**src/rtl/dvi_timing_pattern_gen.sv**
```systemverilog
// dvi_timing_pattern_gen
// Pixel-domain video timing generator with a built-in test-pattern source.
// It sits between the pixel PLL and the TMDS encoder. It produces sync, data
// enable, pixel coordinates, frame markers and 24-bit RGB. Every output is
// registered, so the values seen in cycle n+1 describe the counter position
// of cycle n, and all outputs stay aligned with one another.
//
// Ports:
//   pix_clk     in   1   pixel clock, the only clock
//   rst_n       in   1   synchronous active-low reset
//   en          in   1   run enable (0 = counters parked at (0,0), outputs idle)
//   mode        in   2   pattern: 0 bars, 1 checker, 2 gradient, 3 solid
//   solid_rgb   in  24   solid colour {R,G,B}
//   hsync       out  1   horizontal sync (asserted level HS_POL)
//   vsync       out  1   vertical sync (asserted level VS_POL)
//   de          out  1   active video
//   x, y        out CW   coordinates of the presented pixel, blanking included
//   frame_start out  1   one-cycle pulse with pixel (0,0)
//   frame_cnt   out 16   completed-frame counter, wraps modulo 2^16
//   rgb         out 24   pixel colour, 0 outside active video
//
// Build option: define DVI_TG_PATTERN_EN to build the pattern engine and the
// frame-boundary mode latch. Without it, rgb shows solid_rgb directly during
// active video and the mode input is ignored.

`default_nettype none

module dvi_timing_pattern_gen #(
    parameter int H_ACTIVE = 640,
    parameter int H_FP     = 16,
    parameter int H_SYNC   = 96,
    parameter int H_BP     = 48,
    parameter int V_ACTIVE = 480,
    parameter int V_FP     = 10,
    parameter int V_SYNC   = 2,
    parameter int V_BP     = 33,
    parameter int HS_POL   = 0,
    parameter int VS_POL   = 0,
    parameter int CW       = 12
) (
    input  logic          pix_clk,
    input  logic          rst_n,
    input  logic          en,
    input  logic [1:0]    mode,
    input  logic [23:0]   solid_rgb,
    output logic          hsync,
    output logic          vsync,
    output logic          de,
    output logic [CW-1:0] x,
    output logic [CW-1:0] y,
    output logic          frame_start,
    output logic [15:0]   frame_cnt,
    output logic [23:0]   rgb
);

    localparam int H_TOTAL = H_ACTIVE + H_FP + H_SYNC + H_BP;
    localparam int V_TOTAL = V_ACTIVE + V_FP + V_SYNC + V_BP;

    localparam logic [CW-1:0] CNT_ZERO  = {CW{1'b0}};
    localparam logic [CW-1:0] CNT_ONE   = CW'(32'd1);
    localparam logic [CW-1:0] H_LAST    = CW'(H_TOTAL - 1);
    localparam logic [CW-1:0] V_LAST    = CW'(V_TOTAL - 1);
    localparam logic [CW-1:0] H_ACT_END = CW'(H_ACTIVE);
    localparam logic [CW-1:0] V_ACT_END = CW'(V_ACTIVE);
    localparam logic [CW-1:0] HS_BEGIN  = CW'(H_ACTIVE + H_FP);
    localparam logic [CW-1:0] HS_END    = CW'(H_ACTIVE + H_FP + H_SYNC);
    localparam logic [CW-1:0] VS_BEGIN  = CW'(V_ACTIVE + V_FP);
    localparam logic [CW-1:0] VS_END    = CW'(V_ACTIVE + V_FP + V_SYNC);
    localparam logic          HS_ON     = (HS_POL != 0);
    localparam logic          VS_ON     = (VS_POL != 0);

    logic [CW-1:0] h_cnt_r;
    logic [CW-1:0] v_cnt_r;
    logic [CW-1:0] h_next_s;
    logic [CW-1:0] v_next_s;
    logic [15:0]   fcnt_r;
    logic          active_s;
    logic          hs_s;
    logic          vs_s;
    logic          origin_s;
    logic          h_last_s;
    logic          frame_last_s;
    logic [23:0]   pix_s;

    // Region decode and next-position arithmetic for the raster counters.
    always_comb begin
        active_s     = (h_cnt_r < H_ACT_END) && (v_cnt_r < V_ACT_END);
        hs_s         = ((h_cnt_r >= HS_BEGIN) && (h_cnt_r < HS_END)) ? HS_ON : ~HS_ON;
        vs_s         = ((v_cnt_r >= VS_BEGIN) && (v_cnt_r < VS_END)) ? VS_ON : ~VS_ON;
        origin_s     = (h_cnt_r == CNT_ZERO) && (v_cnt_r == CNT_ZERO);
        h_last_s     = (h_cnt_r == H_LAST);
        frame_last_s = h_last_s && (v_cnt_r == V_LAST);
        h_next_s     = h_cnt_r + CNT_ONE;
        v_next_s     = v_cnt_r;
        if (h_last_s) begin
            h_next_s = CNT_ZERO;
            if (v_cnt_r == V_LAST) begin
                v_next_s = CNT_ZERO;
            end else begin
                v_next_s = v_cnt_r + CNT_ONE;
            end
        end else begin
            h_next_s = h_cnt_r + CNT_ONE;
        end
    end

    // Raster counters; parked at (0,0) while disabled so a restart begins a fresh frame.
    always_ff @(posedge pix_clk) begin
        if (!rst_n || !en) begin
            h_cnt_r <= CNT_ZERO;
            v_cnt_r <= CNT_ZERO;
        end else begin
            h_cnt_r <= h_next_s;
            v_cnt_r <= v_next_s;
        end
    end

    // Completed-frame count, bumped on the wrap from the last pixel back to (0,0).
    always_ff @(posedge pix_clk) begin
        if (!rst_n) begin
            fcnt_r <= 16'd0;
        end else if (en && frame_last_s) begin
            fcnt_r <= fcnt_r + 16'd1;
        end else begin
            fcnt_r <= fcnt_r;
        end
    end

`ifdef DVI_TG_PATTERN_EN
    localparam logic [CW-1:0] BAR_SUB_LAST = CW'((H_ACTIVE / 8) - 1);

    logic [CW-1:0] bar_sub_r;
    logic [2:0]    bar_idx_r;
    logic [1:0]    mode_r;
    logic [23:0]   solid_r;
    logic [1:0]    eff_mode_s;
    logic [23:0]   eff_solid_s;

    // Bar index for the current column: steps every H_ACTIVE/8 pixels, sticks at
    // 7 (black) so remainder pixels stay black, and restarts on every new line.
    always_ff @(posedge pix_clk) begin
        if (!rst_n || !en || h_last_s) begin
            bar_sub_r <= CNT_ZERO;
            bar_idx_r <= 3'd0;
        end else if (bar_sub_r == BAR_SUB_LAST) begin
            bar_sub_r <= CNT_ZERO;
            bar_idx_r <= (bar_idx_r == 3'd7) ? 3'd7 : (bar_idx_r + 3'd1);
        end else begin
            bar_sub_r <= bar_sub_r + CNT_ONE;
            bar_idx_r <= bar_idx_r;
        end
    end

    // Frame-boundary latch of the pattern selection.
    always_ff @(posedge pix_clk) begin
        if (!rst_n) begin
            mode_r  <= 2'd0;
            solid_r <= 24'h000000;
        end else if (en && origin_s) begin
            mode_r  <= mode;
            solid_r <= solid_rgb;
        end else begin
            mode_r  <= mode_r;
            solid_r <= solid_r;
        end
    end

    // Pattern colour. Pixel (0,0) already uses the newly sampled selection so
    // the whole frame is drawn with a single mode.
    always_comb begin
        eff_mode_s  = origin_s ? mode : mode_r;
        eff_solid_s = origin_s ? solid_rgb : solid_r;
        case (eff_mode_s)
            // Bar colours in index order: R is on for 0,1,4,5; G for 0..3; B for even indices.
            2'd0:    pix_s = {{8{~bar_idx_r[1]}}, {8{~bar_idx_r[2]}}, {8{~bar_idx_r[0]}}};
            2'd1:    pix_s = (h_cnt_r[3] ^ v_cnt_r[3]) ? 24'h000000 : 24'hFFFFFF;
            2'd2:    pix_s = {h_cnt_r[7:0], v_cnt_r[7:0], fcnt_r[7:0]};
            2'd3:    pix_s = eff_solid_s;
            default: pix_s = 24'h000000;
        endcase
    end
`else
    logic unused_mode_s;

    // Plain colour source: the live solid colour with no frame latch.
    always_comb begin
        pix_s         = solid_rgb;
        unused_mode_s = ^mode;
    end
`endif

    // Output register stage: idle levels while in reset or disabled.
    always_ff @(posedge pix_clk) begin
        if (!rst_n) begin
            hsync       <= ~HS_ON;
            vsync       <= ~VS_ON;
            de          <= 1'b0;
            x           <= CNT_ZERO;
            y           <= CNT_ZERO;
            frame_start <= 1'b0;
            frame_cnt   <= 16'd0;
            rgb         <= 24'h000000;
        end else if (!en) begin
            hsync       <= ~HS_ON;
            vsync       <= ~VS_ON;
            de          <= 1'b0;
            x           <= CNT_ZERO;
            y           <= CNT_ZERO;
            frame_start <= 1'b0;
            frame_cnt   <= fcnt_r;
            rgb         <= 24'h000000;
        end else begin
            hsync       <= hs_s;
            vsync       <= vs_s;
            de          <= active_s;
            x           <= h_cnt_r;
            y           <= v_cnt_r;
            frame_start <= origin_s;
            frame_cnt   <= fcnt_r;
            rgb         <= active_s ? pix_s : 24'h000000;
        end
    end

endmodule

`default_nettype wire

```
**config.mk**
```make
export PLATFORM = sky130hd
export DESIGN_NAME = dvi_timing_pattern_gen
export DESIGN_NICKNAME = d
export VERILOG_FILES = /design/src/rtl/dvi_timing_pattern_gen.sv
export SDC_FILE = /design/constraint.sdc
export NUM_CORES = 1
export LEC_CHECK = 0
export CAP_MARGIN = 20
export CORE_ASPECT_RATIO = 0.75
export CORE_MARGIN = 2
export CORE_UTILIZATION = 48
export DETAILED_ROUTE_END_ITERATION = 10
export GPL_TIMING_DRIVEN = 0
export PLACE_DENSITY = 0.78
export SYNTH_ARGS = -nofsm -noshare
export SYNTH_HDL_FRONTEND = slang
export SYNTH_SLANG_ARGS = --single-unit
export TNS_END_PERCENT = 1
```
**constraint.sdc**
```tcl
create_clock -name pix_clk -period 2.8 [get_ports pix_clk]
set_clock_uncertainty 0.05 [all_clocks]
set_input_delay 0.42 -clock pix_clk [delete_from_list [all_inputs] [get_ports pix_clk]]
set_output_delay 0.42 -clock pix_clk [all_outputs]
set_load 0.1 [all_outputs]
```
==> run_1/drive_strength.png <==
Drawn at 4 px/um.
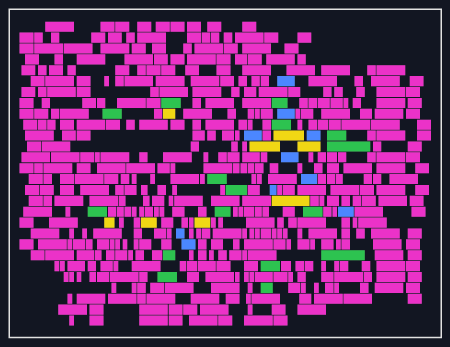
[drive 3 to 4] yellow | cells: 8 | share: 1.6%
[drive 2] blue | cells: 10 | share: 2.1% | most used: nor4_2
[drive 6 and up] green | cells: 16 | share: 3.3% | most used: clkbuf_8
[drive 1 or less] magenta | cells: 452 | share: 93% | most used: dfxtp_1

==> run_1/met3.png <==
Drawn at 4 px/um.
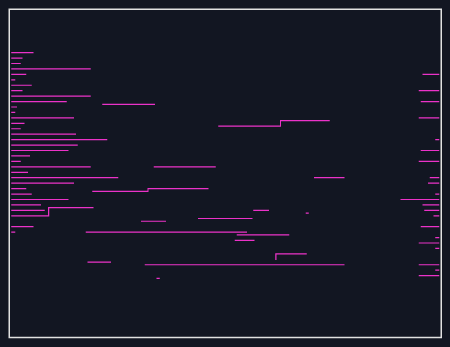
wire length on this layer: 615 um
main direction: horizontal
longest straight run: 49.7 um
share of all routed wire: 7.8%
grt met3 use: 6.75%
vias: 2902

==> run_1/registers.png <==
Drawn at 3 px/um. Other sequential cells in the stronger grey, the rest of the logic in the fainter grey.
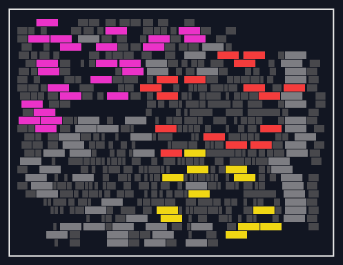
[`fcnt_r`] red | sequential cells: 16
[`v_cnt_r`] yellow | sequential cells: 12
[`rgb`] magenta | sequential cells: 24 | where: upper left
not coloured: 56

==> run_1/wire_density.png <==
Drawn at 3 px/um. The die is cut into 22 by 16 equal tiles; black is low, pale yellow is high, scaled to the fullest tile. Values are wire area over tile area, all layers added.
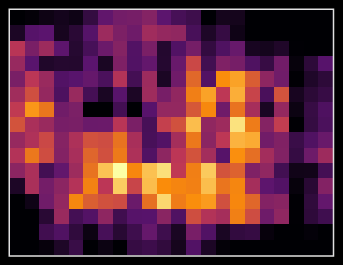
fullest tile: 0.46
nearly empty tiles: 14%
mean over tiles: 0.15
tiles over half the peak: 21%
emptiest ninth of the die: upper right
densest ninth of the die: centre
gr usage total: 18.9%
Total Wirelength: 7900 um
Avg WL per Cell: 13.4 um

==> impl_metrics.yaml, run 1 <==
# generated from flow reports
final_layout:
  dominant_cells: "registers"
  ff_count: 108
  top_regs: "rgb (24), fcnt_r (16), frame_cnt (16)"
  instances_no_fill: 591
  layout_top_cell: "dfxtp_1"
  mi_logic_area_um2: 1570
  largest_reg_flops: 24
  layout_top_cells: "dfxtp_1 (108), clkdlybuf4s50_1 (94), and2_1 (51), nor2_1 (37)"
  buffers: 112
  utilization_pct: 65.9
  final_cell_area_um2: 5170
  comb-cell-share_pct: 30.4
  fill_cells: 632
global_route:
  grtUsageMet2_pct: 30.3
  grt_pass1_wl_um: 13000
  grt_pass1_vias: 2754
  grt.overflow.total: 0
  grt_antenna_before_repair: 0
  grt_util_met1_pct: 24.7
worst_setup_path:
  crit_chain: "or4_4 > or4_4 > buf_6 > nor3_4 > and3_1 > mux2_2"
  crit_end: "fcnt_r[14]"
  worstSetupPathDepth: 6
  path_delay_family: "simple AND/OR/NAND/NOR gates"
  worstPathArrival_ns: 2.82
  worstPathRequired_ns: 3.02
  r2r_cells: 6
  r2r_end: "fcnt_r[14]"
  worst-setup-path-type: "reg -> reg"
  critical_path.most_common_cell: "or4_4"
  critPathLaunchType: "register"
  r2r_slack_ns: 0.20
  rr_startpoint: "h_cnt_r[6]"
  crit_buf_inv: 1
logic_synthesis:
  synth_seq_share_pct: 55.9
  logic_family: "simple AND/OR/NAND/NOR gates"
  netlist_area_um2: 3860
  syn_inst: 376
  syn_area_per_cell_um2: 10.3
  synth-edff-count: 0
  top_area_share_pct: 55.9
  synth_dominant_cell_count: "dfxtp_1"
  syn_nets: 410
  xor_area_share_pct: 7.02
  yosys_warnings: 0
  yosysTopAreaCell: "dfxtp_1"
  mux_area_share_pct: 0.842
  top_cells_by_count: "dfxtp_1 (108), and2_1 (51), nor2_1 (37)"
power_and_ir_drop:
  peakVddDrop_mv: 0.345
  p_per_area_nw_per_um2: 552
  swShare_pct: 24.9
  pwr-share-clk_pct: 37.1
  leakagePower_nw: 1.98
  p_comb_share_pct: 8.3
  total_power_mw: 2.85
  clk-power_mw: 1.06
  p_sw_mw: 0.711
floorplan:
  initCoreUtil_pct: 49.3
  taps: 105
  row_count: 28
placed_design:
  gp_routability_congestion: 0.853
  dp.cells: 575
  hpwl_um: 5760
  place_area_um2: 4940
route:
  m1WireLength_um: 3590
  drt_iter0_drc: 64
  avgViaCountPerCell: 4.91
  wl_met3_um: 614
  routed-wl-met2_um: 3630
clock_network:
  h-tree-depth: 3
  cts_buffers: 9
  cts_root_buf: "clkbuf_8"
  clk_pin_slew_ns: 0.10
  cts.sinks: 108
  postCtsResizedCells: 0
run_status:
  status: "finished clean"
run:
  cap_violations: 0
  warning_count: 30
hold_path:
  worstHoldPathType: "reg -> reg"
final_timing:
  max_slew_margin_pct: 33.2
  worst_slew_pin_slew_ns: 0.999
  rsz0062_at_grt: "false"
  finalCriticalPeriod_ns: 2.60
==> run 2, diff against run 1 <==
Settings changed: SKIP_CTS_REPAIR_TIMING set to 1.
==> run_2/drive_strength.png <==
Drawn at 4 px/um.
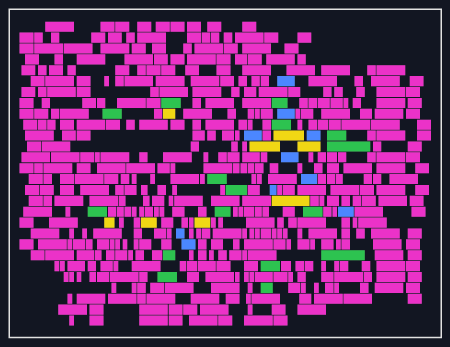
[drive 2] blue | cells: 10 | share: 2.1% | most used: nor4_2
[drive 3 to 4] yellow | cells: 8 | share: 1.6%
[drive 6 and up] green | cells: 16 | share: 3.3% | most used: clkbuf_8
[drive 1 or less] magenta | cells: 452 | share: 93% | most used: dfxtp_1

==> run_2/wire_density.png <==
Drawn at 3 px/um. The die is cut into 22 by 16 equal tiles; black is low, pale yellow is high, scaled to the fullest tile. Values are wire area over tile area, all layers added.
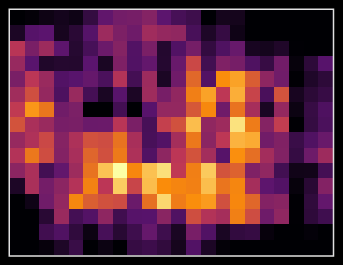
tiles over half the peak: 21%
nearly empty tiles: 14%
emptiest ninth of the die: upper right
mean over tiles: 0.15
fullest tile: 0.46
densest ninth of the die: centre

==> run_2/met3.png <==
Drawn at 4 px/um.
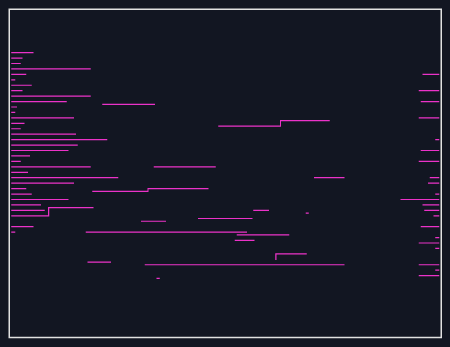
share of all routed wire: 7.8%
main direction: horizontal
longest straight run: 49.7 um
wire length on this layer: 615 um

==> impl_metrics.yaml, run 2 <==
# generated from flow reports
global_route:
  grt_util_met1_pct: 24.7
  grt_max_degree: 20
  grtUsageMet3_pct: 6.75
  grtUsageMet2_pct: 30.3
  track_usage_pct: 18.9
  top_usage_layer: "met2"
  grt.overflow.total: 0
  grt_pass1_wl_um: 13000
  grt_pass1_vias: 2754
  grt_antenna_before_repair: 0
power_and_ir_drop:
  leakagePower_nw: 1.98
  p_comb_mw: 0.237
  swShare_pct: 24.9
  p_per_area_nw_per_um2: 552
  powerSeq_mw: 1.56
  p_comb_share_pct: 8.3
  p_sw_mw: 0.711
  power-top-group: "sequential cells"
  peakVddDrop_mv: 0.345
  pwr-share-clk_pct: 37.1
  clk-power_mw: 1.06
  total_power_mw: 2.85
final_layout:
  diodes: 0
  buffers: 112
  final-clk-cell-share_pct: 4.43
  final_cell_area_um2: 5170
  top_regs: "rgb (24), fcnt_r (16), frame_cnt (16)"
  inv_count: 13
  top_register: "rgb"
  drive_gt1_share_pct: 7.00
  ff_count: 108
  nonClkBufAreaFrac_pct: 19.9
  layout_top_cells: "dfxtp_1 (108), clkdlybuf4s50_1 (94), and2_1 (51), nor2_1 (37)"
  seq_share_pct: 41.8
  mi_logic_area_um2: 1570
  instances_no_fill: 591
  largest_reg_flops: 24
  seq_area_um2: 2160
  layout_top_cell: "dfxtp_1"
  synthToLayoutAreaGrowth_pct: 33.8
  comb-cell-share_pct: 30.4
  dominant_cells: "registers"
  utilization_pct: 65.9
  fill_cells: 632
logic_synthesis:
  logic_family: "simple AND/OR/NAND/NOR gates"
  netlist_area_um2: 3860
  ys_area_um2: 3860
  mux_area_share_pct: 0.842
  syn_area_per_cell_um2: 10.3
  simple_gate_area_share_pct: 28.7
  yosysTopAreaCell: "dfxtp_1"
  synth_seq_share_pct: 55.9
  ys_sh_adder_pct: 1.62
  xor_area_share_pct: 7.02
  syn_nets: 410
  aoi_share_pct: 2.43
  synth-seq-cells: 108
  synth_dominant_cell_count: "dfxtp_1"
  top_area_share_pct: 55.9
  top_cells_by_count: "dfxtp_1 (108), and2_1 (51), nor2_1 (37)"
  ff_type: "dfxtp_1"
  syn_inst: 376
  ys_cells: 376
  yosys_warnings: 0
  synth-edff-count: 0
floorplan:
  core_um2: 7850
  taps: 105
  row_count: 28
  initCoreUtil_pct: 49.3
  ios: 97
  die_height_um: 81.7
worst_setup_path:
  path_delay_family: "simple AND/OR/NAND/NOR gates"
  worstPathArrival_ns: 2.82
  r2r_cells: 6
  critPathLaunchType: "register"
  max_stage_delay_ns: 0.58
  critical_path.most_common_cell: "or4_4"
  rr_startpoint: "h_cnt_r[6]"
  worstPathRequired_ns: 3.02
  worst-setup-path-type: "reg -> reg"
  crit_path_end_kind: "register"
  r2r_end: "fcnt_r[14]"
  crit_buf_inv: 1
  crit_end: "fcnt_r[14]"
  crit_chain: "or4_4 > or4_4 > buf_6 > nor3_4 > and3_1 > mux2_2"
  worstSetupPathDepth: 6
  crit_fanout: 7
  r2r_slack_ns: 0.20
clock_network:
  cts_root_buf: "clkbuf_8"
  cts_buffers: 9
  cts.sinks: 108
  clk_pin_slew_ns: 0.10
  clock_latency_ns: 0.37
  h-tree-depth: 3
  clockBufferDepth: 2
final_timing:
  worst_slew_pin_slew_ns: 0.999
  setup_tns_ns: 0
  layout_setup_ws_ns: 0.196
  finalCriticalPeriod_ns: 2.60
  finalClockPeriodUsage_pct: 93.0
  slew_viol_final: 0
  timing.final.hold_violations: 0
  max_slew_margin_pct: 33.2
  rsz0062_at_grt: "false"
  hold_slack_ns: 0.439
route:
  dr.pass1.iters: 4
  drtAntennaViolNets: 0
  drt_iter0_drc: 64
  top_layer: "met4"
  routed-wl-met2_um: 3630
  wl_met3_um: 614
  wl_per_cell_um: 13.4
  avgViaCountPerCell: 4.91
  m1WireLength_um: 3590
  vias: 2902
  drt_wl_total_um: 7900
placed_design:
  dp.cells: 575
  io_buffers: 94
  dp_slack_ns: -0.261
  hpwl_um: 5760
  gp_routability_congestion: 0.853
  place_area_um2: 4940
hold_path:
  worstHoldPathType: "reg -> reg"
  min_to: "h_cnt_r[0]"
run_status:
  status: "finished clean"
run:
  cap_violations: 0
  warning_count: 30
Power and IR drop assume default switching activity.
